Run 1, met1 routing:
Bar = 10 um.
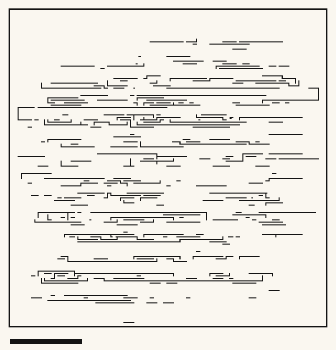
Run 1, the metal 2 layer:
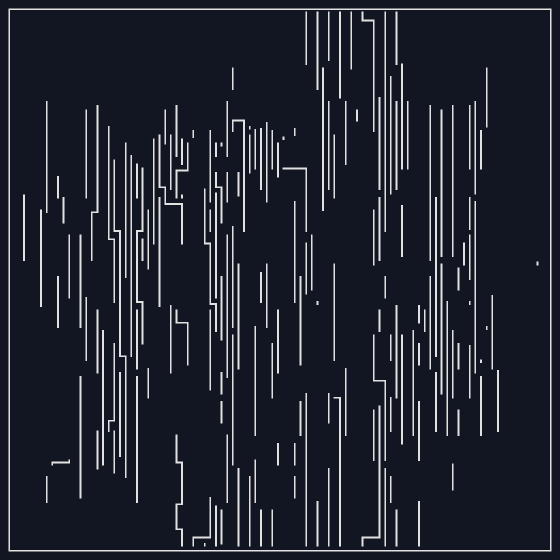
Run 1, met3 routing:
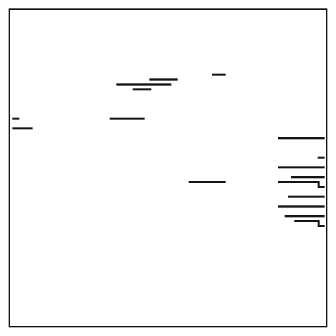
Design mc_control_fsm_flat, sky130hd; sources not shown.
==> impl_metrics.py, run 1 <==
# Generated from Yosys and OpenROAD reports
metrics = {
    "outcome": {
        "outcome": "complete, but fails checks",
        "violations": "design-rule violations, negative setup slack",
    },
    "placed_design": {
        "io_buffers": 34,
        "post-place-cells": 146,
        "placedInstanceArea_sq_mm": 0.00112,
    },
    "worst_setup_path": {
        "worst-path-max-fanout": 3,
        "worst-path-buf-inv": 2,
        "crit_cells": 6,
        "cp_top_family": "simple AND/OR/NAND/NOR gates",
        "critical_path.max_stage_delay_ps": 430,
        "arrival_ps": 1930,
        "rrSetupSlack_ps": 360,
    },
    "final_layout": {
        "largest_class": "buffers",
        "layout_top_cell": "buf_4",
        "drive_gt1_frac": 0.338,
        "bufAreaShareNonClock": 0.436,
        "fin_util": 0.752,
        "logic_area_sq_um": 493,
        "largest_reg_flops": 4,
        "final_area_sq_mm": 0.00118,
        "comb_area_share": 0.416,
        "fin_cells": 149,
    },
    "die": {
        "ios": 35,
        "chip_area_sq_mm": 0.00194,
        "core_sq_mm": 0.00158,
        "num_rows": 14,
        "fp.dieH_um": 44.0,
        "die_w_um": 44.0,
    },
    "power_and_ir_drop": {
        "p_int_uw": 396,
        "swShare": 0.447,
        "p_sw_uw": 319,
        "leakage_uw": 0.000707,
        "vdd_drop_max_mv": 0.750,
        "pwr-share-clk": 0.136,
        "total_power_uw": 715,
    },
    "final_timing": {
        "maxSlewViolCount": 0,
        "fin_ws_ps": -250,
        "setup_violations": 3,
        "worstMarginPinSlew_ps": 377,
        "period_needed_ps": 2350,
        "finalHoldViolations": 0,
        "fmax_ghz": 0.425,
    },
    "logic_synthesis": {
        "yosysTopAreaCell": "dfrtp_1",
        "synth_area_per_cell_sq_um": 7.38,
        "ys_cells": 79,
        "topCellsByArea": "dfrtp_1 (17%), nand2b_1 (7.5%), inv_1 (5.2%), a21oi_1 (4.3%), ha_1 (4.3%)",
        "syn_inst": 79,
        "xor_area_frac": 0.0451,
        "ys_sh_aoi": 0.172,
        "yosysChipArea_sq_um": 583,
        "yosysWarnings": 0,
        "topCombFamilyByArea": "simple AND/OR/NAND/NOR gates",
        "ys_async_sr_fraction": 1.00,
        "netlist.area_leader.share": 0.172,
        "common_cells": "inv_1 (8), nand2b_1 (7), a21oi_1 (5), nor2_1 (5)",
        "yosysUniqueCellTypes": 38,
    },
    "global_routing": {
        "grt_pass1_wl_um": 2780,
        "antenna_found_initial": 0,
        "grt.overflow.total": 0,
        "top_usage_layer": "met2",
        "grt_pass1_vias": 658,
    },
    "detailed_routing": {
        "routedWlPerCell_um": 13.0,
        "drtIter0Drc": 11,
        "route.met3.wl_um": 72,
        "wl_met1_um": 887,
        "drcViolationCount": 2,
        "via_per_inst": 5.19,
        "drt-pass1-iter-count": 7,
        "routed.top_layer": "met4",
    },
    "clock_tree": {
        "clock_latency_ps": 240,
        "cts_max_level": 1,
        "clk_path_buf_depth": 2,
        "clk_pin_slew_worst_paths_ps": 40,
        "cts_buffers": 3,
    },
    "run": {
        "log.warning_count": 29,
        "drv_cap": 0,
    },
}
Notes on 'met1 routing' above:
share of all routed wire	46%
main direction	horizontal
wire length on this layer	888 um
Vias: 773
Routed WL: 1940 um
met1 GRT Util: 0.249

Notes on 'the metal 2 layer' above:
main direction	vertical
wire length on this layer	968 um
GR Util met2: 0.326

Notes on 'met3 routing' above:
longest straight run	7.40 um
main direction	horizontal
nets with wire on the layer	16
met3 GRT Util: 0.0163

Run 1, routing congestion:
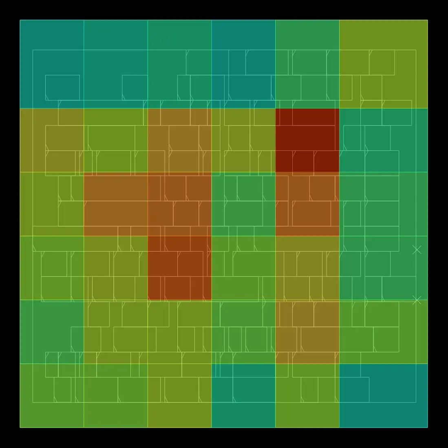

==> inputs of run 2 (changes only) <==
==> constraint.sdc (replaced) <==
create_clock -name clk -period 1.9 [get_ports clk]
set_input_delay 0.38 -clock clk [delete_from_list [all_inputs] [get_ports clk]]
set_output_delay 0.38 -clock clk [all_outputs]
set_load 0.02 [all_outputs]
Run 2, routing congestion:
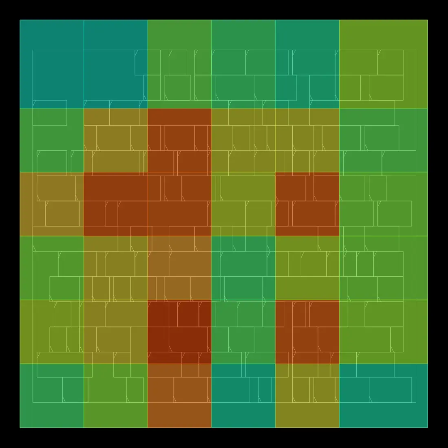
GR Util met2: 0.362
met3 GRT Util: 0.0245
fin util: 0.783
wire per inst: 14.3 um
met1 GRT Util: 0.259

==> run 2 against run 1 <==
  * Critical path type unchanged
  * Highest routed layer unchanged
  * Clock skew decreased by 5.0 ps
  * The flow finishes with violations (negative setup slack)
  * Final cell count increased by 2.0%
  * Synthesized cell count unchanged
  * Register-to-register slack got worse by 240 ps
  * Clock power increased by about 20%
  * Core utilization increased by 3.2 points
  * Hold slack got worse by 43 ps
  * Largest cell class is now logic gates
==> impl_metrics.py, run 2 <==
# Generated from Yosys and OpenROAD reports
metrics = {
    "final_timing": {
        "period_needed_ps": 2290,
        "fmax_ghz": 0.437,
        "maxSlewViolCount": 0,
        "timing.hold.ws_ps": 328,
        "setup_violations": 4,
        "worstMarginPinSlew_ps": 390,
        "finalHoldViolations": 0,
        "fin_ws_ps": -387,
    },
    "logic_synthesis": {
        "ys_sh_aoi": 0.172,
        "ys_async_sr_fraction": 1.00,
        "yosysTopAreaCell": "dfrtp_1",
        "yosysUniqueCellTypes": 38,
        "ys_cells": 79,
        "netlist.area_leader.share": 0.172,
        "synth_area_per_cell_sq_um": 7.38,
        "ys.flop_type": "dfrtp_1",
        "top_cell": "inv_1",
        "topCellsByArea": "dfrtp_1 (17%), nand2b_1 (7.5%), inv_1 (5.2%), a21oi_1 (4.3%), ha_1 (4.3%)",
        "syn_inst": 79,
        "yosysWarnings": 0,
        "common_cells": "inv_1 (8), nand2b_1 (7), a21oi_1 (5), nor2_1 (5)",
        "topCombFamilyByArea": "simple AND/OR/NAND/NOR gates",
        "ys_sh_mux": 0.0193,
        "xor_area_frac": 0.0451,
    },
    "worst_setup_path": {
        "crit_cells": 8,
        "arrival_ps": 1910,
        "crit_chain": "buf_6 -> nand2b_4 -> or2_4 -> buf_4 -> ha_2 -> buf_4 -> and3_4 -> clkbuf_2",
        "cp_top_family": "simple AND/OR/NAND/NOR gates",
        "worst-path-buf-inv": 4,
        "rrSetupSlack_ps": 120,
        "critical_path.max_stage_delay_ps": 400,
        "worst-path-max-fanout": 3,
        "startpoint_type": "flip-flop",
        "worstSetupPathType": "reg -> out",
    },
    "power_and_ir_drop": {
        "p_int_uw": 445,
        "pwr-share-clk": 0.137,
        "vdd_drop_max_mv": 0.625,
        "p_sw_uw": 388,
        "leakage_uw": 0.000661,
        "swShare": 0.465,
        "total_power_uw": 833,
    },
    "global_routing": {
        "grt_pass1_wl_um": 2990,
        "grt.overflow.total": 0,
        "top_usage_layer": "met2",
        "antenna_found_initial": 0,
        "grt_pass1_vias": 732,
    },
    "final_layout": {
        "layout_top_cell": "buf_4",
        "n_all_buffers": 59,
        "comb_area_share": 0.429,
        "bufAreaShareNonClock": 0.428,
        "mostFrequentLayoutCells": "buf_4 (23), clkdlybuf4s50_1 (12), dlymetal6s2s_1 (9)",
        "drive_gt1_frac": 0.456,
        "largest_class": "logic gates",
        "fin_cells": 152,
        "largest_reg_flops": 4,
        "fillers": 113,
        "final_area_sq_mm": 0.00123,
        "synthToLayoutAreaGrowth_pct": 112,
        "logic_area_sq_um": 529,
        "antennaDiodeCount": 0,
        "inverters": 8,
    },
    "die": {
        "num_rows": 14,
        "core_sq_mm": 0.00158,
        "fp.dieH_um": 44.0,
        "chip_area_sq_mm": 0.00194,
        "die_w_um": 44.0,
        "ios": 35,
    },
    "clock_tree": {
        "clk_pin_slew_worst_paths_ps": 40,
        "clock_latency_ps": 250,
        "cts_max_level": 1,
        "clk_path_buf_depth": 2,
        "cts_buffers": 3,
    },
    "detailed_routing": {
        "drcViolationCount": 0,
        "finalWirelength_um": 2180,
        "drt-pass1-iter-count": 6,
        "via_count": 834,
        "drtIter0Drc": 17,
        "route.met3.wl_um": 77,
        "routed.top_layer": "met4",
        "wl_met1_um": 928,
        "via_per_inst": 5.49,
    },
    "outcome": {
        "violations": "negative setup slack",
        "outcome": "complete, but fails checks",
    },
    "placed_design": {
        "io_buffers": 34,
        "placedInstanceArea_sq_mm": 0.00114,
        "post-place-cells": 148,
    },
    "run": {
        "drv_cap": 0,
        "log.warning_count": 29,
    },
}
No activity file was given, so power comes from the tool's default toggle rates.
